**Run 1: I/O nets highlighted**

Scale: 2 px per um.
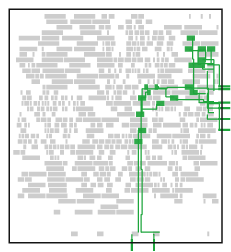
**Run 1: placement view**

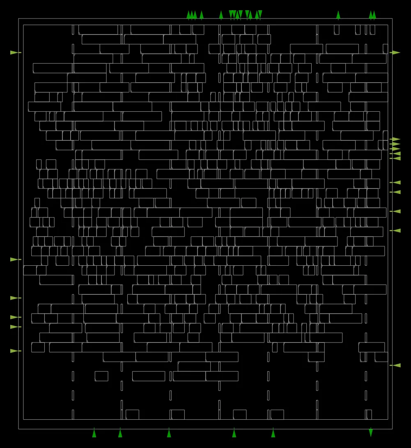
**Run 1: wiring by layer**

Scale: 4 px per um. Only two layers are drawn.
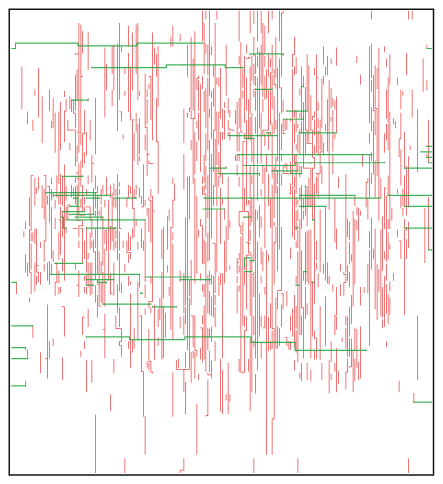
**Run 1: drive-strength map**

Scale: 4 px per um.
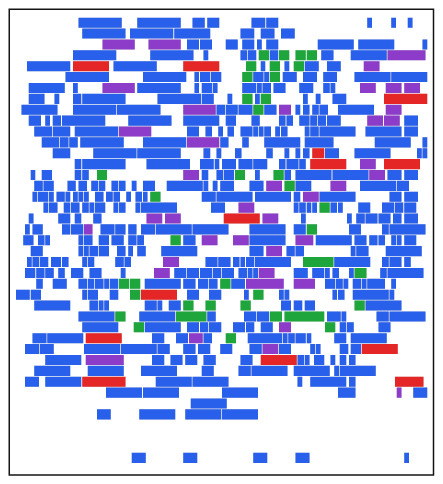
==> src/rtl/tqvp_segment_reader.sv <==
// Seven-segment reader for the TinyQV peripheral bus: debounces a segment
// pattern on ui_in, decodes it to a hex digit and queues it in a 4-entry FIFO.
module tqvp_segment_reader (
    input  logic       clk,
    input  logic       rst,
    input  logic [7:0] ui_in,
    output logic [7:0] uo_out,
    input  logic [3:0] address,
    input  logic       data_write,
    input  logic [7:0] data_in,
    output logic [7:0] data_out
);

    typedef enum logic {IDLE, RUN} state_t;

    localparam logic [3:0] ADDR_CTRL     = 4'h0;
    localparam logic [3:0] ADDR_STABLE   = 4'h1;
    localparam logic [3:0] ADDR_PRESCALE = 4'h2;
    localparam logic [3:0] ADDR_STATUS   = 4'h3;
    localparam logic [3:0] ADDR_HEAD     = 4'h4;
    localparam logic [3:0] ADDR_CUR      = 4'h5;
    localparam logic [3:0] ADDR_LAST     = 4'h6;

    state_t     state, state_next;
    logic       al, dp_en;
    logic [3:0] stable_n;
    logic [7:0] prescale, presc_cnt;
    logic [7:0] sync1, sync2, prev, last;
    logic [3:0] cnt, cnt_next, target;
    logic       ovf, inv;

    logic [7:0] fifo_mem [4];
    logic [1:0] rd_ptr, wr_ptr;
    logic [2:0] count;

    logic       wr_ctrl, wr_stable, wr_presc, wr_status, wr_head;
    logic       run_now, tick, commit, blank, invalid, push, pop, full, push_ok;
    logic [3:0] digit;
    logic [7:0] norm, entry, head;

    assign uo_out    = 8'h00;

    assign wr_ctrl   = data_write && (address == ADDR_CTRL);
    assign wr_stable = data_write && (address == ADDR_STABLE);
    assign wr_presc  = data_write && (address == ADDR_PRESCALE);
    assign wr_status = data_write && (address == ADDR_STATUS);
    assign wr_head   = data_write && (address == ADDR_HEAD);

    always_comb begin
        state_next = state;
        if (wr_ctrl) state_next = data_in[7] ? RUN : IDLE;
    end

    // A CTRL write clearing en stops sampling on that same edge.
    assign run_now  = (state == RUN) && !(wr_ctrl && !data_in[7]);
    assign tick     = run_now && (presc_cnt == prescale);

    assign norm     = (sync2 ^ {8{al}}) & {dp_en, 7'h7F};
    assign cnt_next = (norm != prev) ? 4'd1 : ((cnt == 4'd15) ? 4'd15 : cnt + 4'd1);
    assign target   = (stable_n == 4'd0) ? 4'd1 : stable_n;
    assign commit   = tick && (cnt_next == target) && (norm != last);
    assign blank    = (norm[6:0] == 7'h00);

    // NOTE: every output of a combinational block gets a default before the case, so no latch is inferred.
    always_comb begin
        digit   = 4'h0;
        invalid = 1'b0;
        case (norm[6:0])
            7'h3F:        digit = 4'h0;
            7'h06:        digit = 4'h1;
            7'h5B:        digit = 4'h2;
            7'h4F:        digit = 4'h3;
            7'h66:        digit = 4'h4;
            7'h6D:        digit = 4'h5;
            7'h7D:        digit = 4'h6;
            7'h07, 7'h27: digit = 4'h7;
            7'h7F:        digit = 4'h8;
            7'h6F, 7'h67: digit = 4'h9;
            7'h77:        digit = 4'hA;
            7'h7C:        digit = 4'hB;
            7'h39:        digit = 4'hC;
            7'h5E:        digit = 4'hD;
            7'h79:        digit = 4'hE;
            7'h71:        digit = 4'hF;
            default:      invalid = 1'b1;
        endcase
    end

    assign entry   = {1'b1, norm[7], invalid, 1'b0, digit};
    assign full    = (count == 3'd4);
    assign push    = commit && !blank;
    assign pop     = wr_head && (count != 3'd0);
    assign push_ok = push && (!full || pop);
    assign head    = (count != 3'd0) ? fifo_mem[rd_ptr] : 8'h00;

    // NOTE: all state updates use non-blocking assignments so every register sees pre-edge values.
    always_ff @(posedge clk or posedge rst) begin
        if (rst) begin
            state     <= IDLE;
            sync1     <= 8'h00;
            sync2     <= 8'h00;
            al        <= 1'b0;
            dp_en     <= 1'b0;
            stable_n  <= 4'd2;
            prescale  <= 8'h00;
            presc_cnt <= 8'h00;
            prev      <= 8'h00;
            cnt       <= 4'd0;
            last      <= 8'h00;
            ovf       <= 1'b0;
            inv       <= 1'b0;
            rd_ptr    <= 2'd0;
            wr_ptr    <= 2'd0;
            count     <= 3'd0;
        end else begin
            state <= state_next;
            sync1 <= ui_in;
            sync2 <= sync1;
            if (wr_ctrl)   {al, dp_en} <= data_in[6:5];
            if (wr_stable) stable_n    <= data_in[3:0];
            if (wr_presc)  prescale    <= data_in;

            if (!run_now || wr_presc || tick) presc_cnt <= 8'h00;
            else                              presc_cnt <= presc_cnt + 8'h01;

            if (!run_now) begin
                prev <= 8'h00;
                cnt  <= 4'd0;
            end else if (tick) begin
                prev <= norm;
                cnt  <= cnt_next;
            end
            if (commit) last <= norm;

            // A new event wins over a same-cycle clear so it is never lost.
            if (push && full && !pop)              ovf <= 1'b1;
            else if (wr_status && data_in[5])      ovf <= 1'b0;
            if (commit && !blank && invalid)       inv <= 1'b1;
            else if (wr_status && data_in[4])      inv <= 1'b0;

            if (push_ok) wr_ptr <= wr_ptr + 2'd1;
            if (pop)     rd_ptr <= rd_ptr + 2'd1;
            case ({push_ok, pop})
                2'b10:   count <= count + 3'd1;
                2'b01:   count <= count - 3'd1;
                default: count <= count;
            endcase
        end
    end

    // NOTE: the FIFO storage is not reset; count and pointers alone decide which entries are valid.
    always_ff @(posedge clk) begin
        if (push_ok) fifo_mem[wr_ptr] <= entry;
    end

    always_comb begin
        data_out = 8'h00;
        case (address)
            ADDR_CTRL:     data_out = {(state == RUN), al, dp_en, 5'b0};
            ADDR_STABLE:   data_out = {4'h0, stable_n};
            ADDR_PRESCALE: data_out = prescale;
            ADDR_STATUS:   data_out = {full, (count == 3'd0), ovf, inv, 1'b0, count};
            ADDR_HEAD:     data_out = head;
            ADDR_CUR:      data_out = norm;
            ADDR_LAST:     data_out = last;
            default:       data_out = 8'h00;
        endcase
    end

endmodule

==> config.mk <==
export PLATFORM = sky130hd
export DESIGN_NAME = tqvp_segment_reader
export DESIGN_NICKNAME = d
export VERILOG_FILES = /design/src/rtl/tqvp_segment_reader.sv
export SDC_FILE = /design/constraint.sdc
export NUM_CORES = 1
export LEC_CHECK = 0
export ABC_CLOCK_PERIOD_IN_PS = 3300
export CAP_MARGIN = 20
export CORE_ASPECT_RATIO = 1.1
export CORE_UTILIZATION = 45
export CTS_CLUSTER_DIAMETER = 30
export DETAILED_ROUTE_END_ITERATION = 7
export PLACE_DENSITY = 0.67
export SYNTH_ARGS = -nofsm -noshare
export SYNTH_HDL_FRONTEND = slang
export SYNTH_SLANG_ARGS = --single-unit
==> constraint.sdc <==
create_clock -name clk -period 3.3 [get_ports clk]
set_input_delay 0.66 -clock clk [delete_from_list [all_inputs] [get_ports clk]]
set_output_delay 0.66 -clock clk [all_outputs]
set_load 0.02 [all_outputs]
==> run notes, run 1 <==
fresh numbers from the pnr run: status finished, final reports clean, # Cells Yosys 505, Worst slew margin 0.563, setup_tns 0 ns, Yosys warning count 0, Tool Warnings 29, Synth cell types 66, most used flip-flop cell dfrtp_1, initial antenna violation count 0, final tally of hold violations 0, DRC errors left 0, Critical Path Source address[0], wire length of the first global-routing pass 20200 um, Via density 5.72, dominant kind of combinational cell simple AND/OR/NAND/NOR gates, Pleak 2.61 nW, Synth Instances 505, clk buf depth 2, setup skew after layout 0.00730 ns, min-delay src sync1[6]$_DFF_PP0_, DP Area 5900 sq um, layout cell share with drive strength beyond 1 0.165, Sw Share 0.317, sequential power share 0.435, type of the worst setup path primary input to output port, Clk pwr share 0.316, Simple-Gate Area Share 0.174, nets@finish 578, CP Max Fanout 9, DRT Pass-1 Iters 5, Cells after DPL 686, CTS buffer count 9, Setup crit end kind output port, full die area 12300 sq um, switching pwr 1.11 mW, Top cells by area dfrtp_1 (32%), edfxtp_1 (14%), mux2_2 (5.1%), clk sinks 92, Clk pin slew, worst setup/hold paths 0.06 ns, Final Setup Violations 0, largest net degree at the start of global routing 69, routability cong. 0.896, chip area in the Yosys report 5320 sq um, dpl hpwl 9200 um, WP data arrival 2.45 ns, R2R cell count 12, EDFF count, synth 24, Setup WS pre-CTS -0.115 ns, CTS root buf clkbuf_16, htree depth 3, clk latency late pin 0.35 ns, post-synthesis cell area 5320 sq um
About 'I/O nets highlighted':
Key: `data_in` = green [direction input, edge 6 right, 2 bottom, end cells 18, buffers 8, wire 449 um]
IO Pins: 39
PortBufs: 30

About 'placement view':
Core Area: 11500 sq um
Layout fillers: 1029
Rows: 41
Finished Layout Cells: 703

About 'wiring by layer':
Key: M2 = red [wire length 6230 um]; M3 = green [wire length 623 um]
routed vias: 4020
DR WL/cell: 17.7 um

About 'drive-strength map':
Key: x1 and smaller = blue [cells 462, most used dfrtp_1]; x6 and larger = red [cells 13, most used clkbuf_16]; x3 and x4 = green [cells 38, most used buf_4]; x2 = purple [cells 40, most used mux2_2]
area delta synth->final: 16.8%
nonclk buf count: 64
design area: 6220 sq um
final setup margin: 0.190 ns

## run 1: sequential cells by signal, summed over array words and instances, names as in the netlist
signal	cells
sync1	8
dp_en	1
sync2	8
count	3
stable_n	4
prescale	8
fifo_mem	24
ovf	1
inv	1
state	1
wr_ptr	2
cnt	4
al	1
prev	8
rd_ptr	2
last	8
presc_cnt	8
## run 1: worst max-delay path, cell delays in order
cell and delay [ns]:
clkdlybuf4s50_1 0.42, buf_4 0.16, nor2_1 0.14, nor4bb_1 0.33, buf_4 0.22, a22oi_1 0.09
o21ai_0 0.09, dlygate4sd2_1 0.35
## run 1: routing by layer
metal / global-route usage / wire length (um) / up-vias
met5: 0 / 0 / -
met4: 0.0778 / 283 / 0
li1: - / - / 1907
met3: 0.0484 / 623 / 21
met1: 0.274 / 5300 / 1969
met2: 0.373 / 6230 / 123
## run 1: layout make-up
| cell class | instances | area (sq um) |
|---|---|---|
| clock buffer | 11 | 233 |
| clock inverter | 5 | 86.3 |
| fill | 1029 | 5270 |
| inverter | 10 | 37.5 |
| multi-input combinational | 371 | 2690 |
| sequential | 92 | 2430 |
| tap | 150 | 188 |
| timing repair buffer | 64 | 558 |
## run 1: logic make-up after synthesis
group / Yosys count
AND/OR/NAND/NOR: 173
flip-flops: 92
AND-OR/OR-AND: 90
multiplexers: 50
buffers and inverters: 49
XOR/XNOR: 43
adder cells (fa/ha/maj): 7
other: 1
## run 1: cell usage in the layout (no fill, tap or decap), types with 6 or more instances in the layout
| cell | count |
|---|---|
| and2_1 | 7 |
| clkbuf_16 | 9 |
| nor3_1 | 6 |
| mux2_2 | 24 |
| and3_1 | 6 |
| nor4_1 | 6 |
| clkdlybuf4s50_1 | 22 |
| xnor2_1 | 13 |
| xor2_1 | 29 |
| dlygate4sd2_1 | 8 |
| inv_1 | 9 |
| mux2i_1 | 19 |
| edfxtp_1 | 24 |
| nand2_1 | 40 |
| a31oi_1 | 6 |
| conb_1 | 8 |
| o21ai_0 | 15 |
| buf_4 | 33 |
| mux4_2 | 6 |
| o22ai_1 | 8 |
| ha_1 | 6 |
| nand2b_1 | 7 |
| nor2_1 | 39 |
| or3_1 | 7 |
| a21oi_1 | 20 |
| a22o_1 | 10 |
| dfrtp_1 | 65 |
| nand3_1 | 22 |
## run 1: repair_timing
item,in CTS,in global routing
pin swaps,0,1
buffers inserted,0,0
resized,8,3
endpoints found under the setup margin,8,25
## run 1: power groups by stage
stage	Clock (mW)	Sequential [mW]	Combinational (mW)
floorplan	0	1.42	0.710
global placement	0	1.54	0.848
detailed placement	0	1.55	0.877
CTS	1.12	1.53	0.870
global route	1.17	1.56	0.959
finish	1.11	1.53	0.874
==> run 2, diff against run 1 <==
--- a/config.mk
+++ b/config.mk
@@ -12,6 +12,7 @@
 export CTS_CLUSTER_DIAMETER = 30
 export DETAILED_ROUTE_END_ITERATION = 7
 export PLACE_DENSITY = 0.67
+export REMOVE_ABC_BUFFERS = 1
 export SYNTH_ARGS = -nofsm -noshare
 export SYNTH_HDL_FRONTEND = slang
 export SYNTH_SLANG_ARGS = --single-unit
==> run 2 against run 1 <==
Net effect:
- utilization increased by 0.75 points
- clock power is about 10% lower
- register-to-register slack lost 0.06 ns
- clock skew grew 0.0021 ns
- hold slack better by 0.0053 ns
- design area is 1.4% higher
- combinational power rose by 11%
- total power down 1.3%
- largest power group unchanged
==> run notes, run 2 <==
fresh numbers from the pnr run: status finished, final reports clean (unchanged), clk buf depth 2 (unchanged), Max stage delay on crit path 0.57 ns (was 0.42 ns), min-delay src sync1[3]$_DFF_PP0_ (was sync1[6]$_DFF_PP0_), wire length of the first global-routing pass 20800 um (was 20200 um), Top cells by area dfrtp_1 (32%), edfxtp_1 (14%), mux2_2 (5.1%) (unchanged), largest net degree at the start of global routing 35 (was 69), CP top delay family buffers and inverters (unchanged), DRT Pass-1 Iters 4 (was 5), # Cells Yosys 505 (unchanged), EDFF count, synth 24 (unchanged), Buf/Inv on CP 4 (unchanged), Synth cell types 66 (unchanged), chip area in the Yosys report 5320 sq um (unchanged), most used flip-flop cell dfrtp_1 (unchanged), IO Pins 39 (unchanged), nets@finish 587 (was 578), crit path cell chain clkdlybuf4s50_1 -> buf_4 -> nor4bb_1 -> buf_4 -> nand2_1 -> o21ai_0 -> a221oi_1 -> nand2_1 -> dlygate4sd2_1 (was clkdlybuf4s50_1 -> buf_4 -> nor2_1 -> nor4bb_1 -> buf_4 -> a22oi_1 -> o21ai_0 -> dlygate4sd2_1), initial antenna violation count 0 (unchanged), CTS root buf clkbuf_16 (unchanged), Tool Warnings 28 (was 29), area delta synth->final 18.5% (was 16.8%), Final Setup Violations 0 (unchanged), Pleak 2.68 nW (was 2.61 nW), max FFs per register 24 (unchanged), post-synthesis cell area 5320 sq um (unchanged), Setup crit end kind output port (unchanged), R2R cell count 9 (was 12), Iter 0 DRT Violations 208 (was 203), M1 WL 5310 um (was 5300 um), Core Area 11500 sq um (unchanged), Most flops, register fifo_mem (unchanged), routability cong. 0.887 (was 0.896), Worst slew margin 0.568 (was 0.563), PostCTS Resize Cnt 6 (was 8), CTS tree built (unchanged), Seq/Total Area, Yosys 0.455 (unchanged), Clk pin slew, worst setup/hold paths 0.06 ns (about the same), setup_tns 0 ns (unchanged), Via density 5.79 (was 5.72), WL met2 6580 um (was 6230 um), DRC errors left 0 (unchanged), Tcrit/Tclk final 0.964 (was 0.942), slowest CP cell clkdlybuf4s50_1 (unchanged), dpl hpwl 9460 um (was 9200 um), post-CTS setup buffer count 0 (unchanged), Yosys warning count 0 (unchanged), PortBufs 30 (unchanged), htree depth 3 (unchanged), layout cell share with drive strength beyond 1 0.194 (was 0.165), Cells after DPL 695 (was 686), met3 wire length 637 um (was 623 um), CP Max Fanout 9 (unchanged), WP data arrival 2.52 ns (was 2.45 ns), type of the worst setup path primary input to output port (unchanged), die width 106 um (unchanged), setup skew after layout 0.00941 ns (was 0.00730 ns), clk latency late pin 0.34 ns (was 0.35 ns), final tally of hold violations 0 (unchanged), CTS buffer count 9 (unchanged), full die area 12300 sq um (unchanged), Max Used Layer met4 (unchanged), most numerous logic cells after layout dfrtp_1 (66), buf_4 (42), nand2_1 (40) (was dfrtp_1 (65), nand2_1 (40), nor2_1 (39)), clk sinks 92 (unchanged), Rows 41 (unchanged), most frequent logic cell in the layout dfrtp_1 (unchanged), Synth Instances 505 (unchanged), Finished Layout Cells 712 (was 703)
run 2: cell counts after synthesis:
Identical to the previous run, type by type.
run 2: through the flow:
stage	instance area, sq um	power [mW]	util	hold WS, ns	worst slack (ns)
4_1_cts	6260	3.47	0.544	0.350	0.000285
2_1_floorplan	5150	2.08	-	0.331	-0.507
6_report	6300	3.46	0.549	0.348	0.119
5_1_grt	6300	3.64	0.549	0.354	0.00991
3_5_place_dp	5960	2.47	0.519	0.336	-0.108
3_3_place_gp	5960	2.43	0.519	0.334	-0.0849
run 2: layer usage:
metal  GRT usage  up-vias
met3      0.0467       23
met4      0.0898        0
met5           0        -
li1            -     1928
met2       0.397      119
met1       0.269     2053
run 2: cells by family (layout without fill, tap and decap cells):
family / Yosys count / in the layout / share of synthesized area
compound gates: 90 / 90 / 0.119
xor+xnor: 43 / 43 / 0.0736
fa+ha+maj: 7 / 7 / 0.0179
buf+inv: 49 / 99 / 0.0444
flops: 92 / 92 / 0.455
mux: 50 / 50 / 0.114
other cells: 1 / 8 / 0.000705
simple gates: 173 / 173 / 0.174
run 2: final cells by class:
class,instances,area (sq um)
clock buffers,13,270
clock inverters,3,20.0
fillers,1016,5190
inverters,10,37.5
multi-input cells,371,2730
flip-flops and latches,92,2420
well taps,150,188
repair buffers,73,633
run 2: report_power, final:
| part | internal, mW | leakage, nW | switching [mW] |
|---|---|---|---|
| combinational | 0.457 | 1.45 | 0.511 |
| sequential | 1.31 | 1.09 | 0.198 |
| clock | 0.573 | 0.146 | 0.417 |
| total | 2.34 | 2.68 | 1.13 |
run 2: worst max path at each step:
stage	from	end	slack (ns)	cells past startpoint
after floorplan	al$_DFFE_PP0N_	count[2]$_DFFE_PP0P_	-0.51	12
after global placement	address[1]	data_out[6]	-0.08	9
after detailed placement	address[1]	data_out[6]	-0.11	9
after CTS	address[0]	data_out[2]	0.0003	7
after global routing	sync2[3]$_DFF_PP0_	fifo_mem[3][0]$_DFFE_PP_	0.01	9
final	address[0]	data_out[5]	0.12	9
**Run 2: placement view**

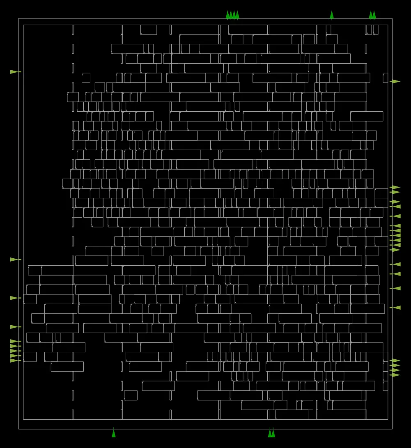
sequential cell area share: 0.385
Util after Layout: 0.549
Tap Count: 150

**Run 2: wiring by layer**

Scale: 4 px per um. Only two layers are drawn.
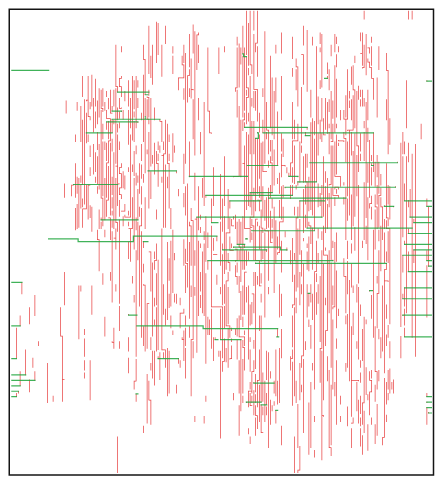
Key: M2 = red [wire length 6580 um]; M3 = green [wire length 638 um]
routed vias: 4123
DR WL/cell: 18.0 um
GRT Resource Usage Total: 0.225
final wirelength: 12800 um

**Run 2: I/O nets highlighted**

Scale: 2 px per um.
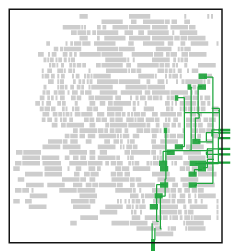
Key: `data_in` = green [direction input, edge 6 right, 2 bottom, end cells 18, buffers 8, wire 417 um]

==> run 3, diff against run 2 <==
--- a/config.mk
+++ b/config.mk
@@ -16,3 +16,4 @@
 export SYNTH_ARGS = -nofsm -noshare
 export SYNTH_HDL_FRONTEND = slang
 export SYNTH_SLANG_ARGS = --single-unit
+export TNS_END_PERCENT = 10
**Run 3: wiring by layer**

Scale: 4 px per um. Only two layers are drawn.
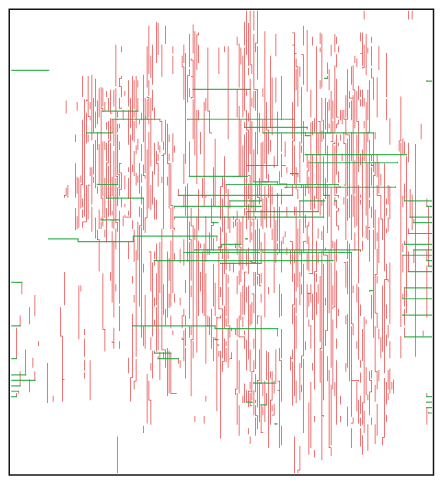
Key: M3 = green [wire length 743 um]; M2 = red [wire length 6560 um]
DR WL/cell: 17.8 um
routed vias: 4074
final wirelength: 12700 um

**Run 3: drive-strength map**

Scale: 4 px per um.
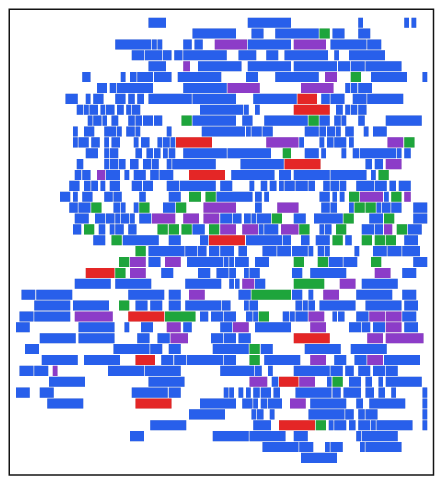
Key: x1 and smaller = blue [cells 456, most used dfrtp_1]; x3 and x4 = green [cells 47, most used buf_4]; x2 = purple [cells 46, most used mux2_2]; x6 and larger = red [cells 13, most used clkbuf_16]
nonclk buf count: 73
area delta synth->final: 18.2%
final setup margin: -0.0141 ns
design area: 6290 sq um

**Run 3: pin map**

Scale: 4 px per um. Pins as bars across the die edge, other pins in grey.
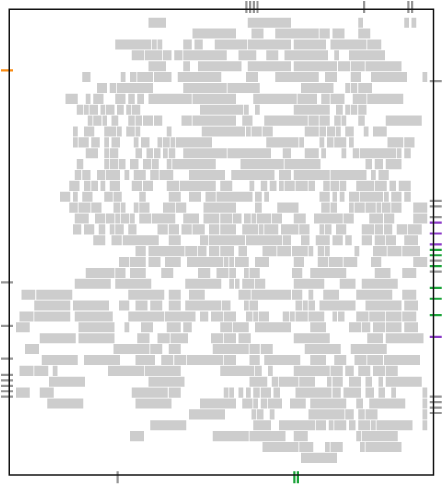
Key: `clk` = orange [pins 1, direction input, edge left]; `data_in` = green [pins 8, direction input, edge 6 right, 2 bottom]; `address` = purple [pins 4, direction input, edge right]
All pins by edge: 20 right, 9 left, 7 top, 3 bottom.
die width: 106 um
die height: 116 um

==> run 3 against run 2 <==
Net effect:
- wire length down 1.1%
- largest cell class unchanged
- critical path depth up 5
- the flow now finishes with violations (negative setup slack)
- area after synthesis did not move
- global-route usage stayed put
- non-clock buffer count stayed put
- sequential share of layout area rose by 0.077 points
- worst setup slack lost 0.13 ns
- final cell count is the same
- register-to-register slack got worse by 0.15 ns
- critical endpoint is now count[2]$_DFFE_PP0P_
==> run notes, run 3 <==
fresh numbers from the pnr run: Setup crit end kind register (was output port), Yosys warning count 0 (unchanged), clk latency late pin 0.34 ns (about the same), failing checks negative setup slack, status finished, violations left (was finished, final reports clean), Cells after DPL 695 (unchanged), max FFs per register 24 (unchanged), most frequent logic cell in the layout dfrtp_1 (unchanged), setup skew after layout 0.00901 ns (was 0.00941 ns), Critical Path Source sync2[3]$_DFF_PP0_ (was address[0]), CP Max Fanout 6 (was 9), total power 3.45 mW (was 3.46 mW), Tool Warnings 29 (was 28), Most flops, register fifo_mem (unchanged), htree depth 3 (unchanged), CTS root buf clkbuf_16 (unchanged), most used flip-flop cell dfrtp_1 (unchanged), DRC errors left 0 (unchanged), CP top delay family AND-OR/OR-AND gates (was buffers and inverters), Final Setup Violations 1 (was 0), IO Pins 39 (unchanged), Worst Setup EP count[2]$_DFFE_PP0P_ (was data_out[5]), min-delay src sync1[3]$_DFF_PP0_ (unchanged), CTS buffer count 9 (unchanged), R2R cell count 14 (was 9), initial antenna violation count 0 (unchanged), post-CTS setup buffer count 0 (unchanged), slowest CP cell dfrtp_2 (was clkdlybuf4s50_1), routability cong. 0.887 (unchanged), clk sinks 92 (unchanged), CTS tree built (unchanged), Buf/Inv on CP 2 (was 4), GRT Resource Usage Total 0.225 (unchanged), dominant kind of combinational cell simple AND/OR/NAND/NOR gates (unchanged), type of the worst setup path register to register (was primary input to output port), Seq/Total Area, Yosys 0.455 (unchanged), Rows 41 (unchanged), PortBufs 30 (unchanged), yosys xor share 0.0736 (unchanged), wire length of the first global-routing pass 20800 um (unchanged), Synth cell types 66 (unchanged), final setup margin -0.0141 ns (was 0.119 ns), EDFF count, synth 24 (unchanged), Synth Area in Adders 0.0179 (unchanged), Max stage delay on crit path 0.46 ns (was 0.57 ns), nets@finish 587 (unchanged), Worst slew margin 0.566 (was 0.568), post-synthesis cell area 5320 sq um (unchanged)
## run 3: netlist changes by cell type in the layout (fill, tap and decap cells not counted)
cell | before | now
a21oi_1 | 19 | 20
a21oi_2 | 1 | 0
nor4_2 | 2 | 1
nor4_1 | 4 | 5
fa_1 | 0 | 1
fa_2 | 1 | 0
## run 3: layout make-up
cell class / count / share of cell area
multi-input combinational: 371 / 0.432
sequential: 92 / 0.385
clock buffer: 13 / 0.0430
timing repair buffer: 73 / 0.101
inverter: 10 / 0.00597
tap: 150 / 0.0298
clock inverter: 3 / 0.00318
## run 3: timing repair
| item | CTS | global route |
|---|---|---|
| pin swaps | 0 | 0 |
| gates cloned | 0 | 0 |
| hold buffers | 0 | 0 |
| gates resized | 6 | 11 |
| endpoints found under the setup margin | 6 | 29 |
## run 3: power by group
| group | internal, mW | total, mW | switching, mW |
|---|---|---|---|
| registers | 1.31 | 1.50 | 0.195 |
| logic | 0.454 | 0.962 | 0.508 |
| clock network | 0.573 | 0.989 | 0.416 |
| total | 2.33 | 3.45 | 1.12 |
## run 3: logic make-up (layout without fill, tap and decap cells)
family	Yosys count	after routing
flops	92	92
buf+inv	49	99
mux	50	50
simple gates	173	173
other cells	1	8
compound gates	90	90
fa+ha+maj	7	7
xor+xnor	43	43
## run 3: metrics by stage
stage / instance area (sq um) / util / hold slack (ns) / setup TNS (ns) / setup WS (ns)
6_report: 6290 / 0.547 / 0.348 / -0.0141 / -0.0141
2_1_floorplan: 5150 / - / 0.331 / -5.52 / -0.507
3_3_place_gp: 5960 / 0.519 / 0.334 / -0.122 / -0.0849
3_5_place_dp: 5960 / 0.519 / 0.336 / -0.227 / -0.108
4_1_cts: 6260 / 0.544 / 0.350 / 0 / 0.000285
5_1_grt: 6290 / 0.547 / 0.354 / -0.0922 / -0.0922
## run 3: worst min-delay path by stage
stage | end | cells past startpoint | slack, ns
6_report | sync2[3]$_DFF_PP0_ | 0 | 0.35
5_1_grt | sync2[6]$_DFF_PP0_ | 0 | 0.35
4_1_cts | sync2[1]$_DFF_PP0_ | 0 | 0.35
3_5_place_dp | sync2[1]$_DFF_PP0_ | 0 | 0.34
3_3_place_gp | sync2[2]$_DFF_PP0_ | 0 | 0.33
2_1_floorplan | sync2[0]$_DFF_PP0_ | 0 | 0.33
## run 3: metal layers
layer / up-vias / part of all wire / GRT usage
met3: 19 / 0.059 / 0.0467
met4: 0 / 0.019 / 0.0898
met2: 117 / 0.52 / 0.397
met5: - / 0 / 0
li1: 1925 / - / -
met1: 2013 / 0.41 / 0.269
No activity file was given, so power comes from the tool's default toggle rates.
